Fig. 1: run 1, gate families picked out
Scale bar: 50 um.
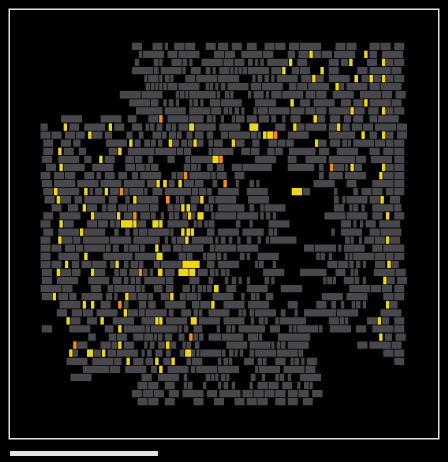
Fig. 2: run 1, placement by cell class
Scale bar: 50 um. Fill, decap, tap and diode cells in grey.
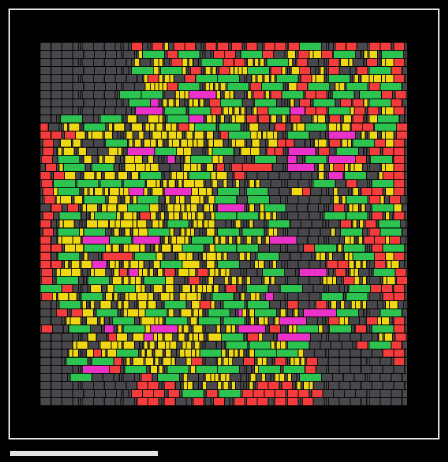
Fig. 3: run 1, M4 wires
Scale bar: 50 um.
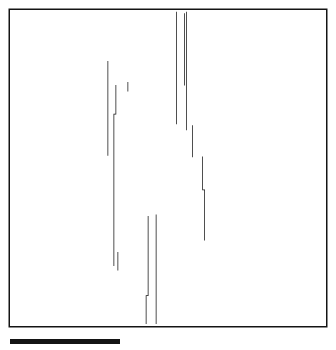
## config.mk

```make
export PLATFORM = sky130hd
export DESIGN_NAME = fetch_stage
export DESIGN_NICKNAME = d
export VERILOG_FILES = /design/src/rtl/fetch_pkg.sv /design/src/rtl/fetch_redirect_buf.sv /design/src/rtl/fetch_stage.sv
export SDC_FILE = /design/constraint.sdc
export NUM_CORES = 1
export LEC_CHECK = 0
export CAP_MARGIN = 20
export CORE_MARGIN = 10
export CORE_UTILIZATION = 45
export CTS_CLUSTER_SIZE = 40
export DETAILED_ROUTE_END_ITERATION = 7
export PLACE_DENSITY = 0.83
export SYNTH_ARGS = -nofsm -noshare
export SYNTH_HDL_FRONTEND = slang
export SYNTH_HIERARCHICAL = 1
export SYNTH_SLANG_ARGS = --single-unit
export TNS_END_PERCENT = 50
```

## constraint.sdc

```tcl
create_clock -name clk -period 5.34 [get_ports clk]
set_input_delay 0.801 -clock clk [delete_from_list [all_inputs] [get_ports clk]]
set_output_delay 0.801 -clock clk [all_outputs]
set_load 0.01 [all_outputs]
```

## src/rtl/fetch_pkg.sv

```systemverilog
// Shared types and constants for the MIPS instruction-fetch stage.
package fetch_pkg;

  localparam int unsigned InstrWidth = 32;
  localparam logic [InstrWidth-1:0] NopWordDefault = 32'h0000_0000;

  typedef enum logic [1:0] {
    StPrime,
    StRun,
    StStall
  } fetch_state_e;

endpackage

```

## src/rtl/fetch_redirect_buf.sv

```systemverilog
// One-entry pending-redirect register: newest set wins, consumed when nPC next advances.
module fetch_redirect_buf
  import fetch_pkg::*;
(
  input  logic                  clk,
  input  logic                  reset,
  input  logic                  set_i,
  input  logic [InstrWidth-1:0] target_i,
  input  logic                  consume_i,
  output logic                  valid_o,
  output logic [InstrWidth-1:0] target_o
);

  logic                  valid_d, valid_q;
  logic [InstrWidth-1:0] target_d, target_q;

  always_comb begin
    valid_d  = valid_q;
    target_d = target_q;
    if (set_i) begin
      valid_d  = 1'b1;
      target_d = target_i;
    end else if (consume_i) begin
      valid_d  = 1'b0;
    end
  end

  always_ff @(posedge clk) begin
    if (reset) begin
      valid_q  <= 1'b0;
      target_q <= '0;
    end else begin
      valid_q  <= valid_d;
      target_q <= target_d;
    end
  end

  assign valid_o  = valid_q;
  assign target_o = target_q;

endmodule

```

## src/rtl/fetch_stage.sv

```systemverilog
// MIPS IF stage: PC/nPC pair with one delay slot, IF/ID register, queued redirects.
// Optional performance counters are enabled with `define FETCH_PERF_CNT_EN.
module fetch_stage
  import fetch_pkg::*;
#(
  parameter logic [31:0] RESET_PC = 32'h0000_0000,
  parameter int unsigned IMEM_AW  = 9,
  parameter logic [31:0] NOP_WORD = NopWordDefault
) (
  input  logic               clk,
  input  logic               reset,
  input  logic               pc_le,
  input  logic               npc_le,
  input  logic               if_id_le,
  input  logic               branch_taken,
  input  logic [31:0]        branch_target,
  output logic [IMEM_AW-1:0] imem_addr,
  input  logic [31:0]        imem_data,
  output logic [31:0]        pc,
  output logic [31:0]        npc,
  output logic [31:0]        if_id_instr,
  output logic [31:0]        if_id_pc,
  output logic               if_id_valid,
`ifdef FETCH_PERF_CNT_EN
  output logic [31:0]        fetch_count,
  output logic [31:0]        stall_count,
`endif
  output logic               misalign_err
);

  fetch_state_e state_d, state_q;
  logic [31:0]  pc_d, pc_q, npc_d, npc_q;
  logic [31:0]  if_id_instr_d, if_id_instr_q, if_id_pc_d, if_id_pc_q;
  logic         if_id_valid_d, if_id_valid_q;
  logic         misalign_d, misalign_q;
  logic         prime, pc_adv, npc_adv, pend_valid;
  logic [31:0]  pend_target;

  assign prime   = (state_q == StPrime);
  assign pc_adv  = pc_le && !prime;
  assign npc_adv = npc_le && !prime;

  // A redirect that cannot update nPC this cycle is parked; any nPC advance consumes
  // or supersedes it.
  fetch_redirect_buf u_redirect_buf (
    .clk       (clk),
    .reset     (reset),
    .set_i     (branch_taken && !npc_adv),
    .target_i  (branch_target),
    .consume_i (npc_adv),
    .valid_o   (pend_valid),
    .target_o  (pend_target)
  );

  always_comb begin
    state_d       = state_q;
    pc_d          = pc_q;
    npc_d         = npc_q;
    if_id_instr_d = if_id_instr_q;
    if_id_pc_d    = if_id_pc_q;
    if_id_valid_d = if_id_valid_q;
    misalign_d    = misalign_q;

    unique case (state_q)
      StPrime: state_d = StRun;
      StRun:   if (!(pc_le && if_id_le)) state_d = StStall;
      StStall: if (pc_le && if_id_le) state_d = StRun;
      default: state_d = StPrime;
    endcase

    if (pc_adv) pc_d = npc_q;
    if (npc_adv) begin
      if (branch_taken)    npc_d = branch_target;
      else if (pend_valid) npc_d = pend_target;
      else                 npc_d = npc_q + 32'd4;
    end

    if (prime) begin
      if_id_instr_d = NOP_WORD;
      if_id_valid_d = 1'b0;
    end else if (if_id_le) begin
      if_id_pc_d = pc_q;
      if (pc_q[1:0] != 2'b00) begin
        if_id_instr_d = NOP_WORD;
        if_id_valid_d = 1'b0;
        misalign_d    = 1'b1;
      end else begin
        if_id_instr_d = imem_data;
        if_id_valid_d = 1'b1;
      end
    end
  end

  always_ff @(posedge clk) begin
    if (reset) begin
      state_q       <= StPrime;
      pc_q          <= RESET_PC;
      npc_q         <= RESET_PC + 32'd4;
      if_id_instr_q <= NOP_WORD;
      if_id_pc_q    <= '0;
      if_id_valid_q <= 1'b0;
      misalign_q    <= 1'b0;
    end else begin
      state_q       <= state_d;
      pc_q          <= pc_d;
      npc_q         <= npc_d;
      if_id_instr_q <= if_id_instr_d;
      if_id_pc_q    <= if_id_pc_d;
      if_id_valid_q <= if_id_valid_d;
      misalign_q    <= misalign_d;
    end
  end

`ifdef FETCH_PERF_CNT_EN
  logic [31:0] fetch_count_d, fetch_count_q, stall_count_d, stall_count_q;

  always_comb begin
    fetch_count_d = fetch_count_q;
    stall_count_d = stall_count_q;
    if (!prime && if_id_le && (pc_q[1:0] == 2'b00)) fetch_count_d = fetch_count_q + 32'd1;
    if (state_q == StStall) stall_count_d = stall_count_q + 32'd1;
  end

  always_ff @(posedge clk) begin
    if (reset) begin
      fetch_count_q <= '0;
      stall_count_q <= '0;
    end else begin
      fetch_count_q <= fetch_count_d;
      stall_count_q <= stall_count_d;
    end
  end

  assign fetch_count = fetch_count_q;
  assign stall_count = stall_count_q;
`endif

  assign imem_addr    = pc_q[IMEM_AW-1:0];
  assign pc           = pc_q;
  assign npc          = npc_q;
  assign if_id_instr  = if_id_instr_q;
  assign if_id_pc     = if_id_pc_q;
  assign if_id_valid  = if_id_valid_q;
  assign misalign_err = misalign_q;

endmodule

```

==> impl_metrics.yaml, run 1 <==
# synthesis and place-and-route metrics
floorplan:
  dieWidth_um: 144
routing:
  ant_nets: 0
  wl_per_cell_um: 17.8
timing:
  finalCritPeriodShare_pct: 56.9
  finalMaxSlewViolations: 0
  fin_tns_setup_ps: 0
  tightest_slew_ps: 1010
  max_freq_mhz: 329
  rsz0062_at_grt: "false"
layout:
  nFlopsAndLatches: 165
  n_all_inverters: 13
  logic_area_sq_mm: 0.00321
  buffer_area_share_pct: 23.0
  final-clk-cell-share_pct: 6.39
  signal_buffers: 221
setup_path:
  rr_worst_depth: 7
  crit_family: "buffers and inverters"
  critPathBufInv: 4
  crit_path_max_incr_delay_ps: 690
  crit_start: "npc_le"
grt:
  antenna_found_initial: 0
power:
  combPwrFrac_pct: 13.8
  p_leak_nw: 3.39
outcome:
  status: "finished, final reports clean"
clock_network:
  cts.sinks: 165
logic_synthesis:
  topCellsByArea: "dfxtp_1 48%, nand2_1 8.4%, a21oi_1 6.7%"
## Picture notes: Fig. 1
Key: yellow = nor cells [cells 112]; orange = inv cells [cells 13]
Comb area share: 33.3%
Commonest Layout Cell: clkdlybuf4s50_1
Finished Layout Cells: 1202

## Picture notes: Fig. 2
Key: green = registers [cells 165, share of their area 35%]; yellow = remaining logic cells [cells 596, share of their area 35%]; magenta = clock drivers and dummy loads [cells 32, share of their area 6.6%]; red = remaining buffers and delay cells [cells 221, share of their area 24%]

## Picture notes: Fig. 3
The wires run mostly vertical. 8 nets have wire on it. The longest straight run is 69.1 um. The layer carries 428 um of wire.

Fig. 4: run 1, signal wires by layer
Scale bar: 50 um.
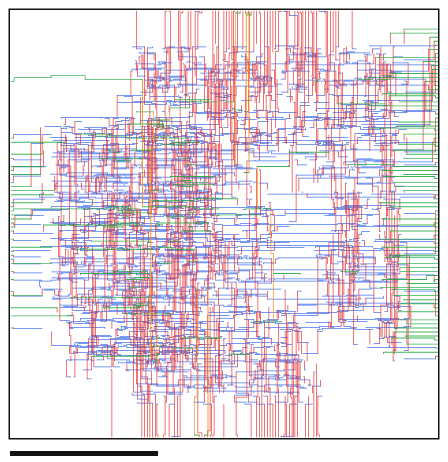

==> run 1 -> run 2 <==
Clock period 5.34 ns to 2.81 ns, I/O delays scaled along.
Fig. 5: run 2, signal wires by layer
Scale bar: 50 um.
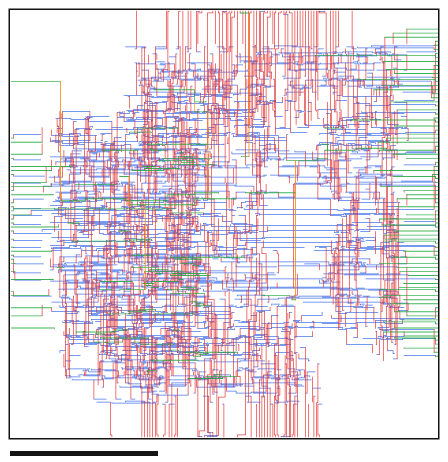
Key: green = M3 [wire length 1950 um]; orange = M4 [wire length 206 um]; red = M2 [wire length 10200 um]; blue = M1 [wire length 9280 um]
WL/cell: 17.9 um
Tot GR Track Use: 20.3%
Routed WL: 21600 um
vias: 6716

==> run 2 against run 1 <==
Critical path depth fell by 3. Non-clock buffer count up 10. Utilization up 0.18 points. Count of clock-buffer cells in the layout shrank 2. Clock power increased by 85%. Area after synthesis did not move.
==> impl_metrics.yaml, run 2 <==
# synthesis and place-and-route metrics
outcome:
  status: "finished, final reports clean"
timing:
  max_freq_mhz: 433
  finalCritPeriodShare_pct: 82.1
  tightest_slew_ps: 769
  rsz0062_at_grt: "false"
  finalMaxSlewViolations: 0
  fin_tns_setup_ps: 0
layout:
  nFlopsAndLatches: 165
  buffer_area_share_pct: 23.5
  comb_share_pct: 33.2
  n_all_inverters: 13
  final-clk-cell-share_pct: 6.09
  signal_buffers: 231
  logic_area_sq_mm: 0.00321
power:
  combPwrFrac_pct: 14.1
  p_leak_nw: 3.42
clock_network:
  cts.sinks: 165
floorplan:
  dieWidth_um: 144
setup_path:
  rr_worst_depth: 5
  crit_path_max_incr_delay_ps: 760
  crit_start: "npc[2]"
  critPathBufInv: 0
Fig. 6: run 2, gate families picked out
Scale bar: 50 um.
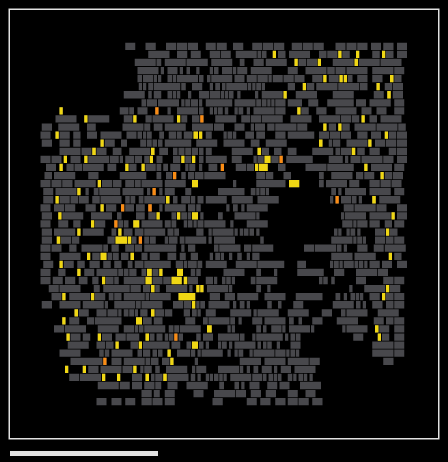
Key: yellow = nor cells [cells 112, where all over the die]; orange = inv cells [cells 13]

Fig. 7: run 2, M4 wires
Scale bar: 50 um.
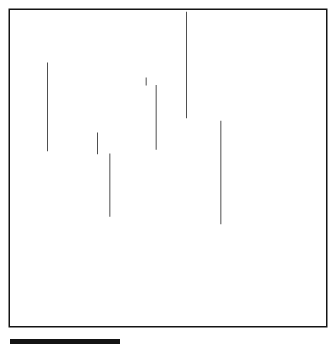

==> run 2 -> run 3 <==
Settings changed: CORE_UTILIZATION 45 to 43.
Clock period 2.81 ns to 2.11 ns, I/O delays scaled along.
Fig. 8: run 3, M4 wires
Scale bar: 50 um.
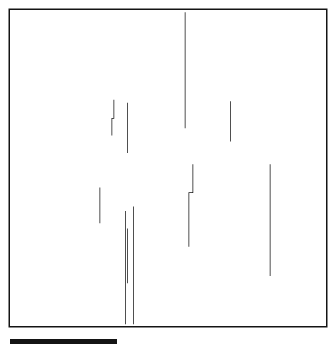
7 nets have wire on it. The layer holds 1.6% of the routed length.

==> run 3 against run 2 <==
Setup slack worse by 320 ps. Via count is 2.4% higher. Register-to-register slack worse by 300 ps. Critical path depth is 3 lower. Total power is 35% higher. Global-route usage is 0.66 points lower. Critical endpoint is now npc[12]. Highest routed layer unchanged.
==> impl_metrics.yaml, run 3 <==
# synthesis and place-and-route metrics
grt:
  grtUsageMet1_pct: 24.3
  gr-usage-all-layers_pct: 19.6
  grt.busiest_layer: "met2"
logic_synthesis:
  top_cell_area_share_pct: 47.6
  synthSimpleGateAreaFrac_pct: 19.5
  netlist_instances: 838
  yosys_cells: 838
setup_path:
  crit_start: "npc[12]"
  crit_path_max_incr_delay_ps: 590
  crit_cells: 2
  crit_slowest_cell: "clkdlybuf4s50_1"
  rr_worst_depth: 7
  endpoint: "npc[12]"
  critPathBufInv: 2
floorplan:
  core-area_sq_mm: 0.0158
  dieWidth_um: 147
routing:
  wl_per_cell_um: 17.6
  wl_met2_um: 10700
  drt-total-wl_um: 22300
  vias: 6875
timing:
  max_freq_mhz: 520
  finalCritPeriodShare_pct: 91.2
  fin_tns_setup_ps: 0
  tightest_slew_ps: 462
  finalMaxSlewViolations: 0
  rsz0062_at_grt: "false"
layout:
  logic_area_sq_mm: 0.00321
  nFlopsAndLatches: 165
  final-clk-cell-share_pct: 6.04
  signal_buffers: 255
  buffer_area_share_pct: 25.0
power:
  p_int_mw: 5.63
  p_leak_nw: 3.56
  p_seq_share_pct: 44.3
  combPwrFrac_pct: 14.8
outcome:
  status: "finished, final reports clean"
clock_network:
  cts.sinks: 165
Fig. 9: run 3, placement view
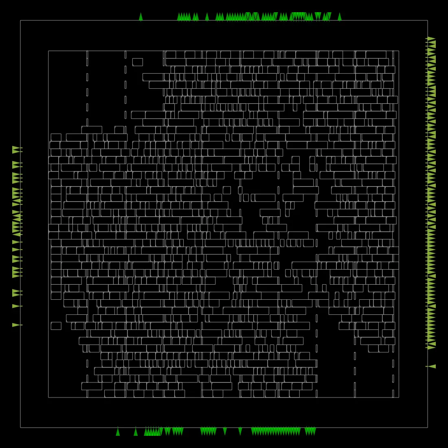
Seq/total area: 33.4%
# rows: 46

Power and IR drop assume default switching activity.
